**config.mk**
```make
export PLATFORM = sky130hd
export DESIGN_NAME = stack_ctrl_v2
export DESIGN_NICKNAME = d
export VERILOG_FILES = /design/src/rtl/stack_ctrl_v2.sv
export SDC_FILE = /design/constraint.sdc
export NUM_CORES = 1
export LEC_CHECK = 0
export ABC_CLOCK_PERIOD_IN_PS = 2000
export CORE_MARGIN = 2
export CORE_UTILIZATION = 43
export CTS_CLUSTER_SIZE = 24
export DETAILED_ROUTE_END_ITERATION = 6
export PLACE_DENSITY_LB_ADDON = 0.08
export SLEW_MARGIN = 20
export SYNTH_ARGS = -nofsm -noshare
export SYNTH_HDL_FRONTEND = slang
export SYNTH_SLANG_ARGS = --single-unit
export TNS_END_PERCENT = 50
```
**constraint.sdc**
```tcl
create_clock -name clk -period 2 [get_ports clk]
set_input_delay 0.3 -clock clk [delete_from_list [all_inputs] [get_ports clk]]
set_output_delay 0.3 -clock clk [all_outputs]
set_load 0.01 [all_outputs]
```
**src/rtl/stack_ctrl_v2.sv**
```systemverilog
// Multicycle controller for the zero-address stack machine with a req/ready memory
// handshake and stack-occupancy tracking. Optional macro FAULT_RECOVER_EN adds fault_clr.
module stack_ctrl_v2 #(
   parameter int DEPTH = 8,
   parameter int CNT_W = 4
) (
   input  logic             clk,
   input  logic             reset_n,
   input  logic [2:0]       opc,
   input  logic             zero,
   input  logic             mem_ready,
`ifdef FAULT_RECOVER_EN
   input  logic             fault_clr,
`endif
   output logic             mem_req,
   output logic             push,
   output logic             pop,
   output logic             ir_write,
   output logic             pc_write,
   output logic             old_pc_write,
   output logic             en2,
   output logic             en3,
   output logic             write_en,
   output logic             adr_src,
   output logic [1:0]       s1,
   output logic [1:0]       s2,
   output logic [1:0]       bus5_src,
   output logic [1:0]       bus8_src,
   output logic [1:0]       alu_control,
   output logic [CNT_W-1:0] sp_count,
   output logic             fault
);

   typedef enum logic [3:0] {
      S_IF         = 4'd0,
      S_ID         = 4'd1,
      S_PUSH_RD    = 4'd2,
      S_FIRST_POP  = 4'd3,
      S_SAVE_B     = 4'd4,
      S_SECOND_POP = 4'd5,
      S_SAVE_A     = 4'd6,
      S_CALC       = 4'd7,
      S_POP_WR     = 4'd8,
      S_JUMP       = 4'd9,
      S_FAULT      = 4'd10
   } state_e;

   localparam logic [2:0] OP_ADD  = 3'b000;
   localparam logic [2:0] OP_SUB  = 3'b001;
   localparam logic [2:0] OP_AND  = 3'b010;
   localparam logic [2:0] OP_NOT  = 3'b011;
   localparam logic [2:0] OP_PUSH = 3'b100;
   localparam logic [2:0] OP_POP  = 3'b101;
   localparam logic [2:0] OP_JMP  = 3'b110;
   localparam logic [2:0] OP_JZ   = 3'b111;

   localparam logic [CNT_W-1:0] CNT_ZERO = {CNT_W{1'b0}};
   localparam logic [CNT_W-1:0] CNT_ONE  = CNT_W'(1);
   localparam logic [CNT_W-1:0] CNT_TWO  = CNT_W'(2);
   localparam logic [CNT_W-1:0] CNT_FULL = CNT_W'(DEPTH);

   state_e           state_q, state_d;
   logic [CNT_W-1:0] cnt_q, cnt_d;
   logic             fault_clr_s;

`ifdef FAULT_RECOVER_EN
   assign fault_clr_s = fault_clr;
`else
   assign fault_clr_s = 1'b0;
`endif

   // True when executing op would push past DEPTH or pop an empty stack.
   function automatic logic stack_violation(input logic [2:0] op, input logic [CNT_W-1:0] cnt);
      logic viol;
      case (op)
         OP_PUSH:                viol = (cnt == CNT_FULL);
         OP_POP, OP_NOT:         viol = (cnt < CNT_ONE);
         OP_ADD, OP_SUB, OP_AND: viol = (cnt < CNT_TWO);
         default:                viol = 1'b0;
      endcase
      return viol;
   endfunction

   // State and occupancy registers.
   always_ff @(posedge clk or negedge reset_n) begin
      if (!reset_n) begin
         state_q <= S_IF;
         cnt_q   <= CNT_ZERO;
      end else begin
         state_q <= state_d;
         cnt_q   <= cnt_d;
      end
   end

   // Next-state logic.
   always_comb begin
      state_d = S_IF;
      case (state_q)
         S_IF: begin
            if (mem_ready) state_d = S_ID;
            else           state_d = S_IF;
         end
         S_ID: begin
            if (stack_violation(opc, cnt_q))             state_d = S_FAULT;
            else if (opc == OP_PUSH)                     state_d = S_PUSH_RD;
            else if (opc == OP_JMP)                      state_d = S_JUMP;
            else if (opc == OP_JZ && zero)               state_d = S_JUMP;
            else if (opc == OP_JZ)                       state_d = S_IF;
            else                                         state_d = S_FIRST_POP;
         end
         S_PUSH_RD: begin
            if (mem_ready) state_d = S_IF;
            else           state_d = S_PUSH_RD;
         end
         S_FIRST_POP: begin
            if (opc == OP_POP) state_d = S_POP_WR;
            else               state_d = S_SAVE_B;
         end
         S_SAVE_B: begin
            if (opc == OP_NOT) state_d = S_CALC;
            else               state_d = S_SECOND_POP;
         end
         S_SECOND_POP: state_d = S_SAVE_A;
         S_SAVE_A:     state_d = S_CALC;
         S_CALC:       state_d = S_IF;
         S_POP_WR: begin
            if (mem_ready) state_d = S_IF;
            else           state_d = S_POP_WR;
         end
         S_JUMP:       state_d = S_IF;
         S_FAULT: begin
            if (fault_clr_s) state_d = S_IF;
            else             state_d = S_FAULT;
         end
         default:      state_d = S_IF;
      endcase
   end

   // Occupancy follows the stack strobes; overflow/underflow are blocked in ID.
   always_comb begin
      cnt_d = cnt_q;
      case (state_q)
         S_PUSH_RD: begin
            if (mem_ready) cnt_d = cnt_q + CNT_ONE;
            else           cnt_d = cnt_q;
         end
         S_FIRST_POP, S_SECOND_POP: cnt_d = cnt_q - CNT_ONE;
         S_CALC:                    cnt_d = cnt_q + CNT_ONE;
         S_FAULT: begin
            if (fault_clr_s) cnt_d = CNT_ZERO;
            else             cnt_d = cnt_q;
         end
         default:                   cnt_d = cnt_q;
      endcase
   end

   // Moore outputs; memory-completion strobes are qualified by mem_ready.
   always_comb begin
      mem_req      = 1'b0;
      push         = 1'b0;
      pop          = 1'b0;
      ir_write     = 1'b0;
      pc_write     = 1'b0;
      old_pc_write = 1'b0;
      en2          = 1'b0;
      en3          = 1'b0;
      write_en     = 1'b0;
      adr_src      = 1'b0;
      s1           = 2'b00;
      s2           = 2'b00;
      bus5_src     = 2'b00;
      bus8_src     = 2'b00;
      alu_control  = 2'b00;
      fault        = 1'b0;
      case (state_q)
         S_IF: begin
            mem_req      = 1'b1;
            s1           = 2'b01;
            s2           = 2'b01;
            bus5_src     = 2'b10;
            ir_write     = mem_ready;
            pc_write     = mem_ready;
            old_pc_write = mem_ready;
         end
         S_ID: begin
            s1 = 2'b10;
            s2 = 2'b10;
         end
         S_PUSH_RD: begin
            mem_req = 1'b1;
            adr_src = 1'b1;
            push    = mem_ready;
         end
         S_FIRST_POP, S_SECOND_POP: pop = 1'b1;
         S_SAVE_B: begin
            bus8_src = 2'b01;
            en2      = 1'b1;
         end
         S_SAVE_A: begin
            bus8_src = 2'b01;
            en3      = 1'b1;
         end
         S_CALC: begin
            alu_control = opc[1:0];
            bus8_src    = 2'b10;
            push        = 1'b1;
         end
         S_POP_WR: begin
            mem_req  = 1'b1;
            adr_src  = 1'b1;
            bus8_src = 2'b01;
            write_en = mem_ready;
         end
         S_JUMP: begin
            bus5_src = 2'b01;
            pc_write = 1'b1;
         end
         S_FAULT: fault = 1'b1;
         default: fault = 1'b0;
      endcase
   end

   assign sp_count = cnt_q;

endmodule

```
==> images/cell_density.png <==
Drawn at 8 px/micron. The die is cut into 9 by 9 equal tiles; black is low, pale yellow is high, 0 to 100% covered.
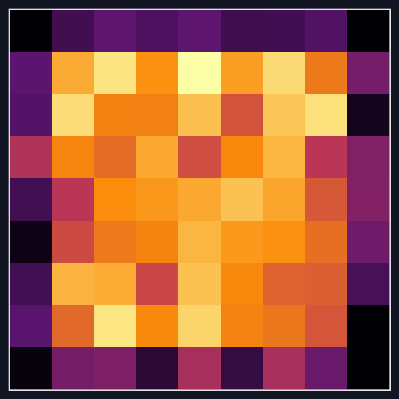
nearly empty tiles: 6.2%
densest ninth of the die: centre
emptiest ninth of the die: lower right
total core area: 0.00175 sq mm
Layout Utilization: 0.711
starting density of the core: 0.465

==> images/layer_met3.png <==
Drawn at 8 px/micron.
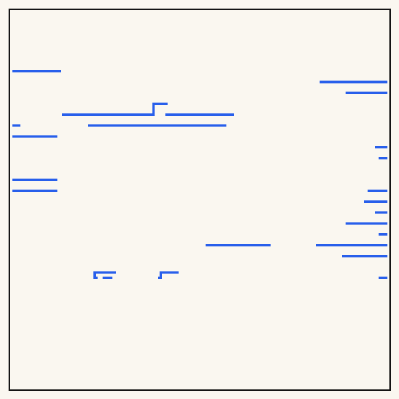
main direction: horizontal
longest straight run: 17.0 microns
wire length on this layer: 119 microns
share of all routed wire: 5.5%

==> images/wires.png <==
Drawn at 8 px/micron. Only two layers are drawn.
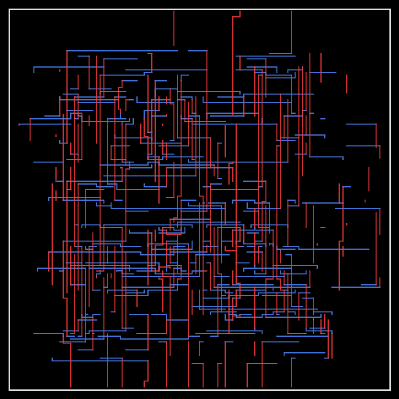
[metal 2] red | wire length: 1090 microns
[metal 1] blue | wire length: 956 microns

==> images/placement.png <==
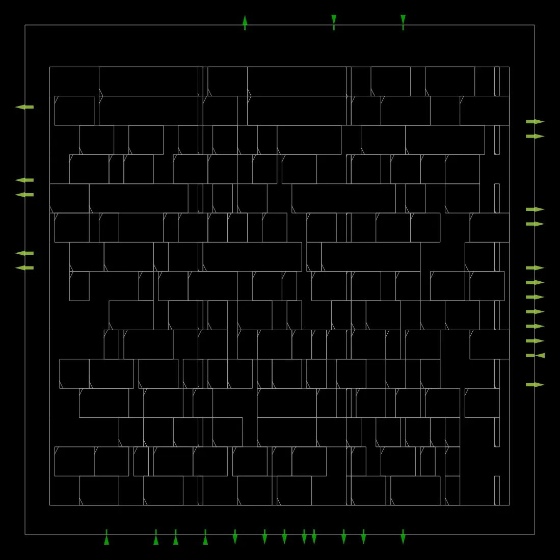
final-layout fill cell count: 171
registers: 8
FP Rows: 15
Seq area share: 0.162
Well Taps: 25

==> images/placement_by_type.png <==
Drawn at 6 px/micron.
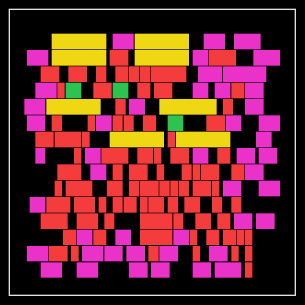
[clock drivers] green | cells: 3 | share of their area: 1.9%
[combinational and other logic] red | cells: 83 | share of their area: 46%
[other buffers and delay cells] magenta | cells: 47 | share of their area: 35%
[flops] yellow | cells: 8 | share of their area: 17%

==> impl_metrics.py <==
# Generated from Yosys and OpenROAD reports
metrics = {
    "worst_setup_path": {
        "cp_cell_sequence": "nor4_2, buf_4, clkdlybuf4s50_1",
        "crit_path_top_delay_cell": "clkdlybuf4s50_1",
        "critPathLaunch": "state_q[1]",
        "critPathTopFamily": "buffers and inverters",
        "end_kind": "output pin",
        "critPathMaxFanout": 4,
        "cp_data_arrival_time_ps": 1670,
        "critPathMaxStageDelay_ps": 520,
        "worstSetupPathType": "reg -> out",
        "required_ps": 1700,
        "path_buffers": 2,
        "worstReg2RegEnd": "state_q[0]",
        "cp-start-kind": "flop",
        "r2r_start": "sp_count[0]",
    },
    "finish": {
        "drive_gt1_frac": 0.227,
        "regArea_sq_um": 201,
        "nets": 153,
        "buffer_area_frac": 0.346,
        "inv_count": 8,
        "clock_buffers": 3,
        "layout_top_cell": "dlygate4sd2_1",
        "final_area_sq_mm": 0.00124,
        "clkCellAreaFrac": 0.0181,
        "syn_to_final_growth_pct": 53.1,
        "largest_class": "combinational gates",
        "most-common-layout-cells": "dlygate4sd2_1 (16), buf_4 (14), clkdlybuf4s50_1 (11)",
        "comb_area_share": 0.424,
        "diodes": 0,
        "combGateArea_sq_um": 527,
    },
    "die": {
        "die_x_microns": 47.4,
        "die_h_microns": 47.4,
        "chip_area_sq_mm": 0.00225,
    },
    "synthesis": {
        "area_leaders": "dfrtp_1 (25%), buf_4 (4.6%), ha_1 (4.6%)",
        "synth-compound-area-share": 0.184,
        "yosys.area.top_type": "dfrtp_1",
        "ys_ff": 8,
        "top_logic_kind": "simple AND/OR/NAND/NOR gates",
        "yosys_area_sq_um": 811,
        "xor_share": 0.0756,
        "yosysWarnings": 0,
        "top_cell_area_share": 0.247,
        "syn_area_sq_um": 811,
        "postSynthAreaPerCell_sq_um": 8.11,
        "synthFlopType": "dfrtp_1",
        "synthCells": 100,
        "yosys.cell_types.count": 38,
        "ys_cells": 100,
        "ys_sh_simple": 0.312,
        "edf_count": 0,
        "synthArstFlopShare": 1.00,
        "netlist_top_cells_count": "dfrtp_1 (8), nor2_1 (8), a21oi_1 (7)",
        "adder_share": 0.0463,
        "synth_nets": 110,
    },
    "final_timing": {
        "period_used_share": 0.987,
        "setup_viol": 0,
        "relSlewSlack": 0.755,
        "hold_ws_ps": 328,
        "timing.fmax_ghz": 0.507,
        "worst_slew_pin_slew_ps": 367,
        "setup_tns_ps": 0,
        "finalClockSkew_ps": 4.38,
        "slew_viol_final": 0,
        "fin_crit_ps": 1970,
    },
    "grt": {
        "grt.met1_usage": 0.277,
        "globalRouteOverflowTotal": 0,
        "grt_antenna_before_repair": 0,
        "busiest_layer": "met2",
        "grt_pass1_wl_mm": 3.36,
        "grtUsageMet2": 0.362,
    },
    "routing": {
        "top_layer_used": "met3",
        "vias": 892,
        "wl_per_cell_microns": 13.0,
        "totalWireLength_mm": 2.16,
        "dr.pass1.iters": 4,
        "route.met2.wl_mm": 1.09,
        "dr.first_iter.drc_count": 30,
        "ant_nets": 0,
        "m1WireLength_microns": 955,
        "drc": 0,
        "met3_length_microns": 118,
    },
    "placed_design": {
        "dp.cells": 160,
        "pre_cts_ws_ps": -139,
        "gp_congestion": 0.894,
        "dpl_cell_area_sq_mm": 0.00119,
        "portBuffers": 31,
    },
    "clock_network": {
        "cts_hold_buffers": 0,
        "path_clk_slew_ps": 50,
        "cts-root-buf": "clkbuf_4",
        "clk_latency_ps": 250,
        "cts.sinks": 8,
        "cts-htree-levels": 1,
        "max-clock-path-buffers": 2,
        "cts_tree": "yes",
        "cts_resized": 21,
    },
    "power_and_ir_drop": {
        "power-top-group": "combinational cells",
        "clkPwrFrac": 0.061,
        "intPower_mw": 1.09,
        "ir_drop_v": 0.00102,
        "powerComb_mw": 1.50,
        "combPwrFrac": 0.759,
        "p_clk_mw": 0.121,
        "leakage_nw": 0.635,
    },
    "hold_path": {
        "hp-class": "in -> async",
    },
    "status": {
        "status": "complete, no violations",
    },
    "job": {
        "tool_warnings": 29,
    },
}
Power and IR drop assume default switching activity.
